Fig. 1: routed metal, one color a layer
(4 px per µm)
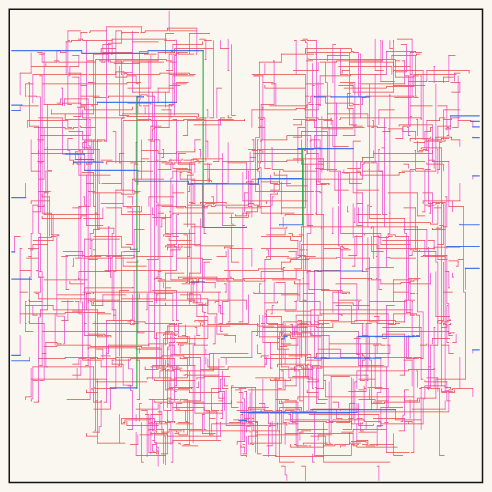
Fig. 2: sequential cells colored by netlist name
(4 px per µm) Other sequential cells in the stronger gray, the rest of the logic in the fainter gray.
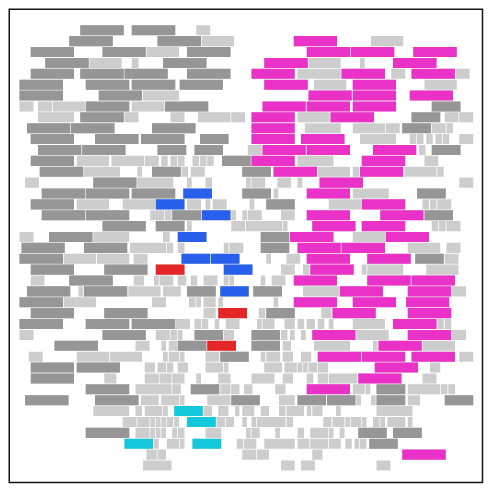
Fig. 3: cell area per tile
(3 px per µm) 12 x 12 tiles, from white (low) to dark blue (high), 0 to 100% covered.
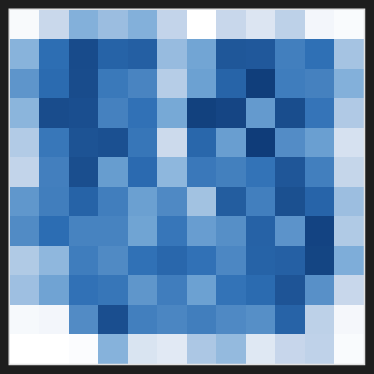
Fig. 4: clock wiring as the flow saved it
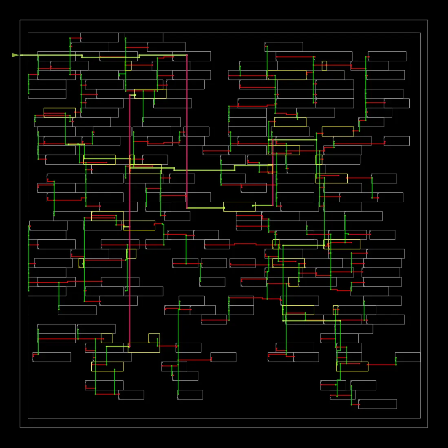
Design fifo_serial_loopback, sky130hd; sources not shown.
==> run notes <==
The flow ran to the end, and the final reports show no timing, DRC or antenna violations. The layout report lists the multi-input gate area as 0.00211 mm². The initial antenna violation count is 0, and the quantity of I/O buffers inserted on ports is 20. The number of cells reported by Yosys stat comes to 444.

After synthesis, the share of cell area in mux cells is 15.3%. The slew at the pin closest to its max-slew limit was 1.09 ns; the final-report hold violation count was 0. The switching component of the power was reported as 711 µW. The number of CTS-inserted buffers was 17.

The final report gives the standard cell area, fillers excluded, as 0.00806 mm². The most frequently used flop master after synthesis is edfxtp_1. Setup repair after global routing left no endpoint under its margin. The tools report the count of cells resized by post-cts repair as 0.

Once iteration 0 of detailed routing completed, the report listed 255 DRC markers. The run gives 0.84 ns for the maximum cell stage delay along the critical path. met1 track demand over resource after global routing is 23.3%. Multi-input logic gates represent a cell area share of 26.2%. After layout, the worst setup slack is 3.88 ns. In the final design, more cell area goes to flip-flops and latches than to any other class. When the netlist entered floorplanning its net count stood at 468. The tools report the max capacitance violation total as 0. Among logic cells in the layout, the one with the most instances is edfxtp_1.

Compared with the post-synthesis result, the final layout area differs by 12.8%. The tools report the count of clock tree sinks as 180. By area, the combinational part of the netlist is dominated by multiplexers. The number of buffer and inverter stages on the critical path was 4; the total number of placement rows was 41.

The clock buffer and inverter area fraction after layout was 6.52%; the accumulated negative setup slack was 0 ns. Summing the sequential cell areas from Yosys gives 68.4% of the chip area. After clock tree synthesis, the setup repair step added 0 buffers. Counting instances, the worst hold path has a depth of 2. The detailed router reports a met2 wire length of 6110 µm.

The power report lists cell-internal power as 1870 µW. The worst register-to-register path depth is 7. With the power in combinational cells at 556 µW, the relative contribution of combinational cells to total power is 21.6%. The via count of the first global-routing pass was 3655. Peak ir drop on the vdd network: 0.201 mV.

The most common cell in the synthesized netlist is edfxtp_1. Per the synthesis report, the AND-OR/OR-AND share of the synthesized area is 5.15%. For the maximum operating frequency, the log shows 0.276 GHz. The layout summary lists the proportion of cells stronger than drive strength 1 as 16.6%. The class of the most critical setup path was input port to flop. The maximum number of pins on one net before global-route repair was 32. The depth of the critical timing path with buffers and inverters included works out to 6.
## Picture notes: Fig. 1
legend:
  metal 1:
    color: red
    wire_length: 5220 µm
  metal 3:
    color: blue
    wire_length: 348 µm
  metal 4:
    color: green
    wire_length: 136 µm
  metal 2:
    color: magenta
    wire_length: 6110 µm
overall via count from detail_route: 3603
All-Layer GR Usage: 18.3%
Final Routed Wirelength: 11800 µm
average wire length per cell after detail routing: 18.1 µm

## Picture notes: Fig. 2
legend:
  tx_rptr_r:
    color: red
    sequential_cells: 3
  rx_mem_r:
    color: magenta
    sequential_cells: 64
  tx_count_r:
    color: cyan
    sequential_cells: 4
    where: bottom middle
  psr_r:
    color: blue
    sequential_cells: 8
    where: middle
sequential cell area in the final layout: 0.00488 mm²
Sequential Power: 1230 µW
Post-Route Utilization: 63.6%
fraction of area in registers: 60.6%

## Picture notes: Fig. 3
emptiest ninth of the die: bottom left
mean over tiles: 56%
nearly empty tiles: 2.8%
tiles over 75% full: 26%
fullest tile: 95%
core region area: 0.0127 mm²
initial cell density of the core: 56.4%

## Picture notes: Fig. 4
FFs & Latches: 180
clkbuf count: 20

Power is estimated from default activity; no workload was simulated.
